$ cat config.mk
export PLATFORM = sky130hd
export DESIGN_NAME = fp_int_to_float
export DESIGN_NICKNAME = d
export VERILOG_FILES = /design/src/rtl/fp_pkg.sv /design/src/rtl/fp_lzc32.sv /design/src/rtl/fp_int_to_float.sv
export SDC_FILE = /design/constraint.sdc
export NUM_CORES = 1
export LEC_CHECK = 0
export CAP_MARGIN = 20
export CORE_MARGIN = 4
export CORE_UTILIZATION = 60
export CTS_BUF_LIST = sky130_fd_sc_hd__clkbuf_2
export DETAILED_ROUTE_END_ITERATION = 7
export GPL_ROUTABILITY_DRIVEN = 0
export PLACE_DENSITY = 0.87
export SLEW_MARGIN = 25
export SYNTH_ARGS = -nofsm -noshare
export SYNTH_HDL_FRONTEND = slang
export SYNTH_SLANG_ARGS = --single-unit
$ cat constraint.sdc
create_clock -name clk -period 3.55 [get_ports clk]
set_input_delay 0.355 -clock clk [delete_from_list [all_inputs] [get_ports clk]]
set_output_delay 0.355 -clock clk [all_outputs]
set_load 0.1 [all_outputs]
$ cat src/rtl/fp_pkg.sv
// rtl/fp_pkg.sv - shared FP32 format constants and types
// Used by the int-to-float converter, adder and normalizer.
package fp_pkg;
  localparam int FP_BIAS  = 127;
  localparam int FP_EXP_W = 8;
  localparam int FP_MAN_W = 23;

  typedef struct packed {
    logic                sign;
    logic [FP_EXP_W-1:0] exp;
    logic [FP_MAN_W-1:0] man;
  } fp32_t;

  localparam logic [31:0] FP_ZERO = 32'h0;
endpackage

$ cat src/rtl/fp_lzc32.sv
// rtl/fp_lzc32.sv - combinational 32-bit leading-zero counter
// Returns 32 for an all-zero input; callers flag zero separately.
module fp_lzc32 (
  input  logic [31:0] value,
  output logic [5:0]  count
);

  always_comb begin
    count = 6'd32;
    // Scanning upward lets the highest set bit win.
    for (int i = 0; i < 32; i++) begin
      if (value[i]) count = 6'(31 - i);
    end
  end

endmodule

$ cat src/rtl/fp_int_to_float.sv
// rtl/fp_int_to_float.sv - two-stage signed int32 to FP32 converter
// Round to nearest even; stage 1 takes magnitude and LZC, stage 2 normalizes and rounds.
module fp_int_to_float
  import fp_pkg::*;
(
  input  logic        clk,
  input  logic        reset,
  input  logic [31:0] in_data,
  input  logic        in_valid,
  output logic        in_ready,
  output logic [31:0] out_data,
  output logic        out_valid,
  input  logic        out_ready
);

  localparam logic [FP_EXP_W-1:0] EXP_TOP = FP_EXP_W'(FP_BIAS + 31);

  logic        s1_valid;
  logic        s1_sign;
  logic        s1_zero;
  logic [31:0] s1_mag;
  logic [5:0]  s1_lzc;

  logic [31:0] abs_in;
  logic [5:0]  lzc_in;
  logic        adv2;
  logic        in_xfer;

  assign abs_in = in_data[31] ? (~in_data + 32'd1) : in_data;

  fp_lzc32 u_lzc (
    .value (abs_in),
    .count (lzc_in)
  );

  assign adv2     = s1_valid && (!out_valid || out_ready);
  assign in_ready = !s1_valid || adv2;
  assign in_xfer  = in_valid && in_ready;

  // Data registers load only on acceptance so an idle stage stays quiet.
  always_ff @(posedge clk) begin
    if (reset) begin
      s1_valid <= 1'b0;
    end else if (in_xfer) begin
      s1_valid <= 1'b1;
      s1_sign  <= in_data[31];
      s1_mag   <= abs_in;
      s1_zero  <= (in_data == 32'd0);
      s1_lzc   <= lzc_in;
    end else if (adv2) begin
      s1_valid <= 1'b0;
    end
  end

  logic [30:0]         norm;
  logic                guard;
  logic                sticky;
  logic                round_up;
  logic [FP_MAN_W:0]   man_rnd;
  logic [FP_EXP_W-1:0] exp_base;
  fp32_t               result;

  assign norm     = 31'(s1_mag << s1_lzc);
  assign guard    = norm[7];
  assign sticky   = |norm[6:0];
  assign round_up = guard && (sticky || norm[8]);
  assign man_rnd  = {1'b0, norm[30:8]} + {{FP_MAN_W{1'b0}}, round_up};
  assign exp_base = EXP_TOP - {2'b00, s1_lzc};

  always_comb begin
    result = FP_ZERO;
    if (!s1_zero) begin
      result.sign = s1_sign;
      // Carry out of the mantissa leaves 1.0 x 2^(e+1).
      if (man_rnd[FP_MAN_W]) begin
        result.exp = exp_base + 8'd1;
        result.man = '0;
      end else begin
        result.exp = exp_base;
        result.man = man_rnd[FP_MAN_W-1:0];
      end
    end
  end

  always_ff @(posedge clk) begin
    if (reset) begin
      out_valid <= 1'b0;
      out_data  <= FP_ZERO;
    end else if (adv2) begin
      out_valid <= 1'b1;
      out_data  <= result;
    end else if (out_ready) begin
      out_valid <= 1'b0;
    end
  end

endmodule
==> run_1/pdn.png <==
The bar under the picture is 20 um long. Pins as bars on the die edge.
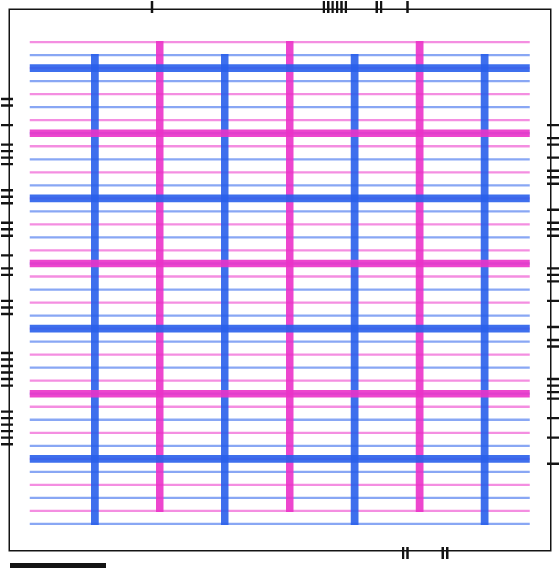
Magenta shows VDD. Blue shows VSS.
7 straps on met4. 7 straps on met5. The core has 37 rows.

==> run_1/clock_map.png <==
The bar under the picture is 20 um long.
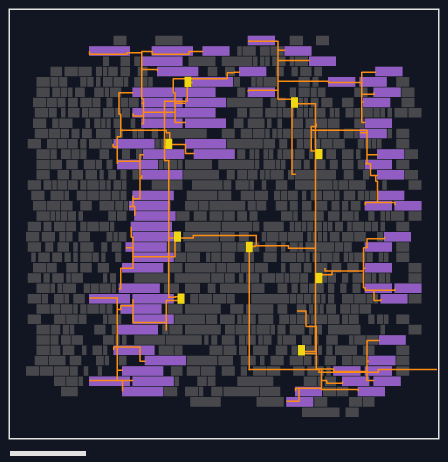
Yellow shows cells driving clock nets, count 9. Orange shows clock wires, length 899 um. Purple shows flip-flops, count 73.
There are 10 routed clock nets.
insertion delay of the later-clocked pin in the worst-skew pair: 0.55 ns
worst clock skew: 0.0447 ns

==> run_1/metal_stack.png <==
Two of the layers only.
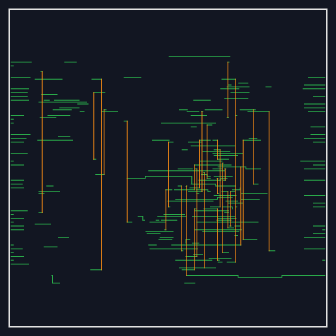
Green shows met3, wire length 1190 um. Orange shows met4, wire length 791 um.

==> results_slide.txt, run 1 <==
Synthesis and Place & Route Summary

Outcome
  – Outcome: finished, final reports clean

Global route
  – Initial antenna violation count: 0
  – Vias in the first global route: 5801
  – Layer with the highest usage after global routing: met2
  – Gr usage total: 25.6%
  – Global routing usage on met3: 2.67%
  – Met1 routing resource usage after global routing: 31.7%

Finish
  – Multi-input gate area: 4320 um^2
  – Area overhead of the layout relative to synthesis: 14.9%
  – Largest cell class by area: multi-input combinational cells
  – Clock-cell share of area: 1.90%
  – Count of filler cells inserted in the layout: 797
  – Non-clock buffer instance count of the final layout: 102
  – Antenna cells: 0

Yosys
  – Ys Warns: 0
  – AND/OR/NAND/NOR Cells, Area Fraction: 20.5%
  – Adder Area Share: 0.570%
  – Cell with the most instances after synthesis: nand2_1
  – Area reported by Yosys stat: 6590 um^2
  – Instance tally after logic synthesis: 688
  – Mean cell area of the mapped netlist: 9.57 um^2

Timing
  – Sum of negative setup slack: 0 ns
  – Top achievable clock speed: 293 MHz

Power and ir drop
  – Sequential group power: 979 uW
  – Power in the clock group: 562 uW
  – Final Total Pwr: 2.32 mW
  – Switch share: 35.6%
  – Combinational-cell power consumption: 783 uW

Critical path
  – Required time worst endpoint: 4.07 ns
  – Combined buffer and inverter count along the critical path: 2
  – Max incr delay on CP: 0.57 ns

Route
  – Total met2 wirelength after detailed routing: 7.94 mm
  – Highest Signal Layer: met4
  – 1st-iter DRT viols: 612
  – Post-DR vias/cell: 6.62
  – Antenna viol nets, final: 0

Placed design
  – Total instance count after detailed placement: 889

Run
  – Tool warnings: 27

Clock tree
  – Setup Fix Bufs, Post-CTS: 0
  – Inserted Clock Buffers: 9

Floorplan
  – Io pins: 70
==> inputs of run 2 (changes only) <==
Settings changed: CORE_UTILIZATION 60 to 58, CTS_BUF_LIST sky130_fd_sc_hd__clkbuf_2 to default, PLACE_DENSITY 0.87 to 0.84.
==> run_2/final_placement.png <==
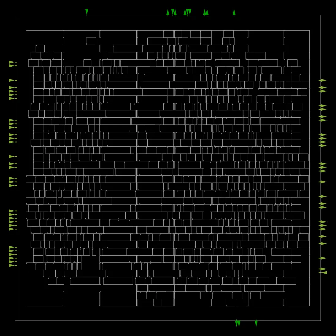
count of placed standard cells in the final layout, fillers left out: 918
count of filler cells inserted in the layout: 819

==> run_2/metal_stack.png <==
Two of the layers only.
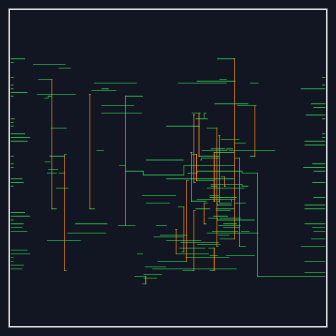
final wirelength: 16.8 mm
wire per inst: 18.3 um

==> run_2/clock_map.png <==
The bar under the picture is 20 um long.
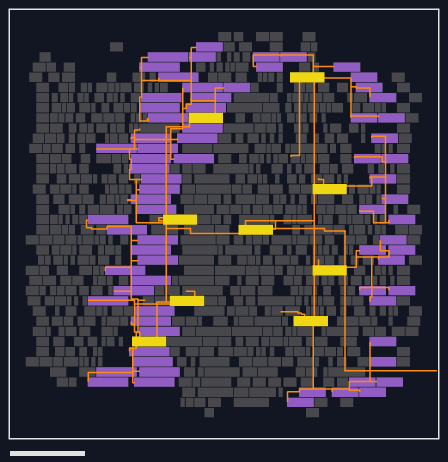
Purple shows flip-flops, count 73. Yellow shows cells driving clock nets, count 9. Orange shows clock wires, length 933 um.
There are 10 routed clock nets.

==> results_slide.txt, run 2 <==
Synthesis and Place & Route Summary

Yosys
  – Post-synth area hogs: edfxtp_1 (18%), dfxtp_1 (10%), mux4_1 (6.0%) (unchanged)
  – Ys Warns: 0 (unchanged)
  – Largest non-sequential cell family by area: simple AND/OR/NAND/NOR gates (unchanged)
  – AND/OR/NAND/NOR Cells, Area Fraction: 20.5% (unchanged)
  – Adder Area Share: 0.570% (unchanged)
  – Mean cell area of the mapped netlist: 9.57 um^2 (unchanged)
  – Area reported by Yosys stat: 6590 um^2 (unchanged)
  – Instance tally after logic synthesis: 688 (unchanged)
  – Cell with the most instances after synthesis: nand2_1 (unchanged)

Route
  – Total met2 wirelength after detailed routing: 8.33 mm (was 7.94 mm)
  – Highest Signal Layer: met4 (unchanged)
  – Post-DR vias/cell: 6.52 (was 6.62)
  – 1st-iter DRT viols: 459 (was 612)
  – Antenna viol nets, final: 0 (unchanged)

Global route
  – Vias in the first global route: 5859 (was 5801)
  – Met1 routing resource usage after global routing: 30.5% (was 31.7%)
  – Global routing usage on met3: 3.96% (was 2.67%)
  – Layer with the highest usage after global routing: met2 (unchanged)
  – Gr usage total: 25.8% (was 25.6%)
  – Initial antenna violation count: 0 (unchanged)

Floorplan
  – Floorplan die area: 13100 um^2 (was 12700 um^2)
  – Io pins: 70 (unchanged)

Finish
  – Area overhead of the layout relative to synthesis: 18.5% (was 14.9%)
  – Largest cell class by area: multi-input combinational cells (unchanged)
  – Antenna cells: 0 (unchanged)
  – Register cell area after layout: 1850 um^2 (unchanged)
  – Biggest regs: out_data (32), s1_mag (31), s1_lzc (6) (unchanged)
  – Clock-cell share of area: 4.20% (was 1.90%)
  – Non-clock buffer instance count of the final layout: 111 (was 102)

Outcome
  – Outcome: finished, final reports clean (unchanged)

Timing
  – Final number of setup-violating endpoints: 0 (unchanged)
  – Top achievable clock speed: 292 MHz (was 293 MHz)
  – Sum of negative setup slack: 0 ns (unchanged)
  – Worst clock skew: 0.00394 ns (was 0.0447 ns)

Placed design
  – Total instance count after detailed placement: 899 (was 889)
  – Half-perimeter wire length after placement: 12.7 mm (was 12.8 mm)

Clock tree
  – Insertion delay of the later-clocked pin in the worst-skew pair: 0.34 ns (was 0.55 ns)
  – Setup Fix Bufs, Post-CTS: 0 (unchanged)
  – Inserted Clock Buffers: 9 (unchanged)

Critical path
  – Path length in cells of the critical path: 9 (unchanged)
  – Combined buffer and inverter count along the critical path: 1 (was 2)
  – Required time worst endpoint: 3.82 ns (was 4.07 ns)

Power and ir drop
  – Seq pwr share: 35.6% (was 42.1%)
  – Final Total Pwr: 2.75 mW (was 2.32 mW)
  – Switch share: 31.8% (was 35.6%)
  – Sequential group power: 981 uW (was 979 uW)
  – Combinational-cell power consumption: 782 uW (was 783 uW)

Run
  – Tool warnings: 26 (was 27)
Power is estimated from default activity; no workload was simulated.
